clock_map.png
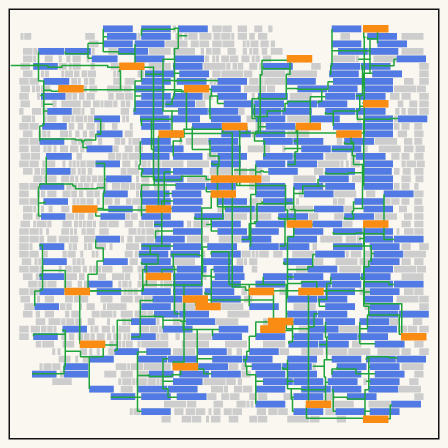
metal_stack.png
Only two layers are drawn.
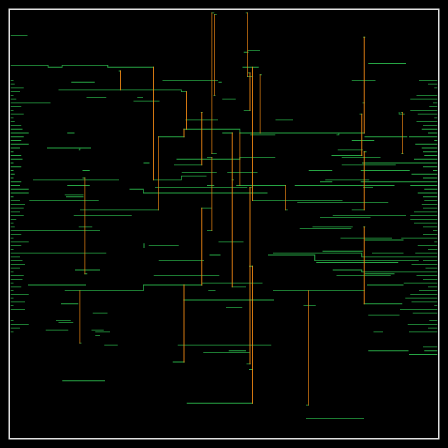
final_congestion.png
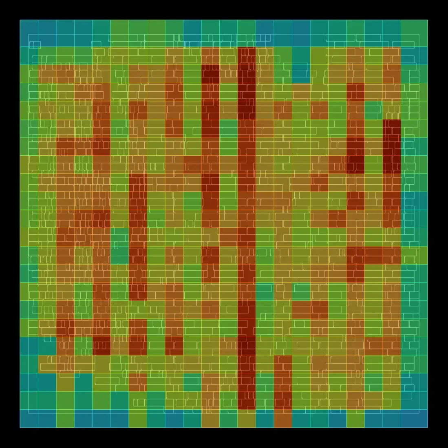
--- config.mk ---
export PLATFORM = sky130hd
export DESIGN_NAME = fetch_unit
export DESIGN_NICKNAME = d
export VERILOG_FILES = /design/src/rtl/fetch_unit.sv
export SDC_FILE = /design/constraint.sdc
export NUM_CORES = 1
export LEC_CHECK = 0
export CORE_MARGIN = 3
export CORE_UTILIZATION = 58
export DETAILED_ROUTE_END_ITERATION = 12
export GPL_TIMING_DRIVEN = 0
export MAX_ROUTING_LAYER = met4
export PLACE_DENSITY = 0.85
export SETUP_SLACK_MARGIN = 0.2
export SLEW_MARGIN = 5
export SYNTH_ARGS = -nofsm -noshare
export SYNTH_HDL_FRONTEND = slang
export SYNTH_SLANG_ARGS = --single-unit
--- constraint.sdc ---
create_clock -name clk -period 4.8 [get_ports clk]
set_clock_uncertainty 0.1 [all_clocks]
set_input_delay 0.72 -clock clk [delete_from_list [all_inputs] [get_ports clk]]
set_output_delay 0.72 -clock clk [all_outputs]
set_load 0.05 [all_outputs]
--- src/rtl/fetch_unit.sv ---
// ---------------------------------------------------------------------------
// fetch_unit
//   Instruction fetch front end. It issues sequential word-aligned fetches to
//   an in-order instruction memory, buffers the responses together with their
//   PCs in a small circular buffer, and presents the buffer head to decode.
//   A redirect from execute restarts fetch at a new PC. Responses that belong
//   to requests made before the redirect are counted off and dropped.
//
// Ports
//   clk, rst_n        clock; asynchronous active-low reset
//   imem_req/addr     fetch request and its address (the fetch PC)
//   imem_ready        memory takes the request this cycle
//   imem_rvalid/rdata in-order response from memory
//   redirect/target   taken branch or jump from execute
//   instr_valid/ready head-of-buffer handshake to decode
//   instr, instr_pc,
//   instr_pcplus4     head instruction, its address and address+4
//   dbg_state         current FSM state (0 BOOT, 1 RUN, 2 FLUSH)
//
// Handshakes: a transfer takes place on a rising edge where valid and ready
// are both high. The valid side holds its payload stable until the transfer,
// and valid never depends combinationally on ready.
// ---------------------------------------------------------------------------
module fetch_unit #(
    parameter int                 D_WIDTH  = 32,
    parameter int                 DEPTH    = 4,
    parameter logic [D_WIDTH-1:0] RESET_PC = D_WIDTH'(32'hBFC0_0000)
) (
    input  logic               clk,
    input  logic               rst_n,
    output logic               imem_req,
    output logic [D_WIDTH-1:0] imem_addr,
    input  logic               imem_ready,
    input  logic               imem_rvalid,
    input  logic [D_WIDTH-1:0] imem_rdata,
    input  logic               redirect,
    input  logic [D_WIDTH-1:0] redirect_target,
    output logic               instr_valid,
    input  logic               instr_ready,
    output logic [D_WIDTH-1:0] instr,
    output logic [D_WIDTH-1:0] instr_pc,
    output logic [D_WIDTH-1:0] instr_pcplus4,
    output logic [1:0]         dbg_state
);

    localparam int AW = $clog2(DEPTH);
    localparam int CW = AW + 1;
    localparam logic [CW:0] DEPTH_OCC = (CW + 1)'(DEPTH);

    typedef enum logic [1:0] {
        ST_BOOT  = 2'd0,
        ST_RUN   = 2'd1,
        ST_FLUSH = 2'd2
    } state_e;

    state_e             state_q, state_d;
    logic [D_WIDTH-1:0] pc_q, pc_d;
    logic [AW-1:0]      head_q, head_d;
    logic [AW-1:0]      tail_q, tail_d;
    logic [CW-1:0]      count_q, count_d;
    logic [CW-1:0]      outst_q, outst_d;
    logic [CW-1:0]      discard_q, discard_d;

    logic [D_WIDTH-1:0] buf_instr_q [DEPTH];
    logic [D_WIDTH-1:0] buf_pc_q    [DEPTH];

    logic               accept;
    logic               rvalid_live;
    logic               push;
    logic               pop;
    logic [CW:0]        occupancy;
    logic [D_WIDTH-1:0] resp_pc;

    // Buffered entries plus requests still in flight bound how many more
    // fetches may be issued, so a response always finds a free slot.
    assign occupancy   = {1'b0, count_q} + {1'b0, outst_q};
    assign imem_req    = (state_q == ST_RUN) && (occupancy < DEPTH_OCC);
    assign imem_addr   = pc_q;
    assign accept      = imem_req && imem_ready;

    // A response with nothing outstanding is stray (e.g. from before a reset).
    assign rvalid_live = imem_rvalid && (outst_q != '0);

    assign instr_valid = (count_q != '0);
    assign pop         = instr_valid && instr_ready;
    assign push        = rvalid_live && (state_q == ST_RUN) && !redirect;

    // In RUN every outstanding request is part of the current sequential
    // stream, so the oldest one was issued outst_q words before the fetch PC.
    assign resp_pc     = pc_q - D_WIDTH'({outst_q, 2'b00});

    assign instr         = buf_instr_q[head_q];
    assign instr_pc      = buf_pc_q[head_q];
    assign instr_pcplus4 = buf_pc_q[head_q] + D_WIDTH'(4);
    assign dbg_state     = state_q;

    always_comb begin
        state_d   = state_q;
        pc_d      = pc_q;
        head_d    = head_q;
        tail_d    = tail_q;
        count_d   = count_q + CW'(push) - CW'(pop);
        outst_d   = outst_q + CW'(accept) - CW'(rvalid_live);
        discard_d = discard_q;

        if (accept) pc_d   = pc_q + D_WIDTH'(4);
        if (pop)    head_d = head_q + AW'(1);
        if (push)   tail_d = tail_q + AW'(1);

        unique case (state_q)
            ST_BOOT: state_d = ST_RUN;
            ST_RUN:  state_d = ST_RUN;
            ST_FLUSH: begin
                if (rvalid_live && (discard_q != '0)) discard_d = discard_q - CW'(1);
                if (discard_d == '0) state_d = ST_RUN;
            end
            default: state_d = ST_BOOT;
        endcase

        // Redirect overrides everything above. Every request still in flight
        // after this edge (including one accepted right now) is stale.
        if (redirect) begin
            pc_d      = {redirect_target[D_WIDTH-1:2], 2'b00};
            head_d    = '0;
            tail_d    = '0;
            count_d   = '0;
            discard_d = outst_d;
            state_d   = (outst_d != '0) ? ST_FLUSH : ST_RUN;
        end
    end

    always_ff @(posedge clk or negedge rst_n) begin
        if (!rst_n) begin
            state_q   <= ST_BOOT;
            pc_q      <= RESET_PC;
            head_q    <= '0;
            tail_q    <= '0;
            count_q   <= '0;
            outst_q   <= '0;
            discard_q <= '0;
        end else begin
            state_q   <= state_d;
            pc_q      <= pc_d;
            head_q    <= head_d;
            tail_q    <= tail_d;
            count_q   <= count_d;
            outst_q   <= outst_d;
            discard_q <= discard_d;
        end
    end

    // Buffer storage needs no reset: count_q gates visibility of every entry.
    always_ff @(posedge clk) begin
        if (push) begin
            buf_instr_q[tail_q] <= imem_rdata;
            buf_pc_q[tail_q]    <= resp_pc;
        end
    end

endmodule

==> impl_metrics.toml <==
# generated from flow reports
[cells_and_area]
clockBufferCount = 40
ff_latch_area_sq_mm = 0.00858
area_growth_syn_to_layout_pct = 26.5
fill_cells = 1231
bufAreaShareNonClock = 0.141
comb_share = 0.246
logic_gate_count = 443

[setup_path]
path_class = "register to output pin"
r2r_start = "outst_q[1]"
cp_cell_sequence = "buf_2, buf_2, mux4_2, nand3_1, or3_1, clkbuf_1, nor4_1, xor2_1, clkdlybuf4s15_1"
cp_top_family = "buffers and inverters"
worst-r2r-setup-slack_ns = 1.43
cp_max_fo = 10

[route]
post_drt_via_cell_ratio = 5.91
wl_met3_mm = 2.43
num_vias = 7941
wl_met1_mm = 11.6
drt_first_pass_iters = 5
drt_iter0_drc = 632
highest_layer = "met4"

[synthesis]
async_flop_share = 0.154
synth_top_cell_by_area = "edfxtp_1"
ys.warnings.count = 0
synthAoiAreaFrac = 0.0180
ys_sh_mux = 0.113
post_synth_num_cell_types = 50
yosys.area.top_type_share = 0.578
ys_area_sq_mm = 0.0129

[floorplanning]
initCoreUtil = 0.602
pin_count = 202
die_h_um = 155

[flow_run]
warning_count = 32

[final_timing]
worst_pin_slew_ns = 0.656
setup_violations = 0
maxSlewViolCount = 0
finalHoldWorstSlack_ns = 0.437
min_period_over_period = 0.944
finalHoldViolations = 0

[hold_path]
worstHoldPathType = "register to register"

[global_route]
busiest_layer = "met2"
grt_max_degree = 42

[placed_design]
dpl-instance-area_sq_mm = 0.0153
place.gp.congestion = 0.837

[power]
power.internal_mw = 5.48
pwr-share-comb = 0.395

[status]
status = "completed"

[clock_network]
path_clk_slew_ns = 0.06
## Picture notes: clock_map.png
[blue] flip-flops | count: 293
[orange] cells driving clock nets | count: 30
[green] clock wires | length: 3160 um
flops lie	widely spread
Clock net power: 2.21 mW
clock share of power: 0.252
Latency at later pin: 0.54 ns

## Picture notes: metal_stack.png
color	layer	wire length
orange	met4	784 um
green	met3	2430 um

## Picture notes: final_congestion.png
met2 Track Usage GR: 0.398
final core utilization: 0.761

Power is estimated from default activity; no workload was simulated.
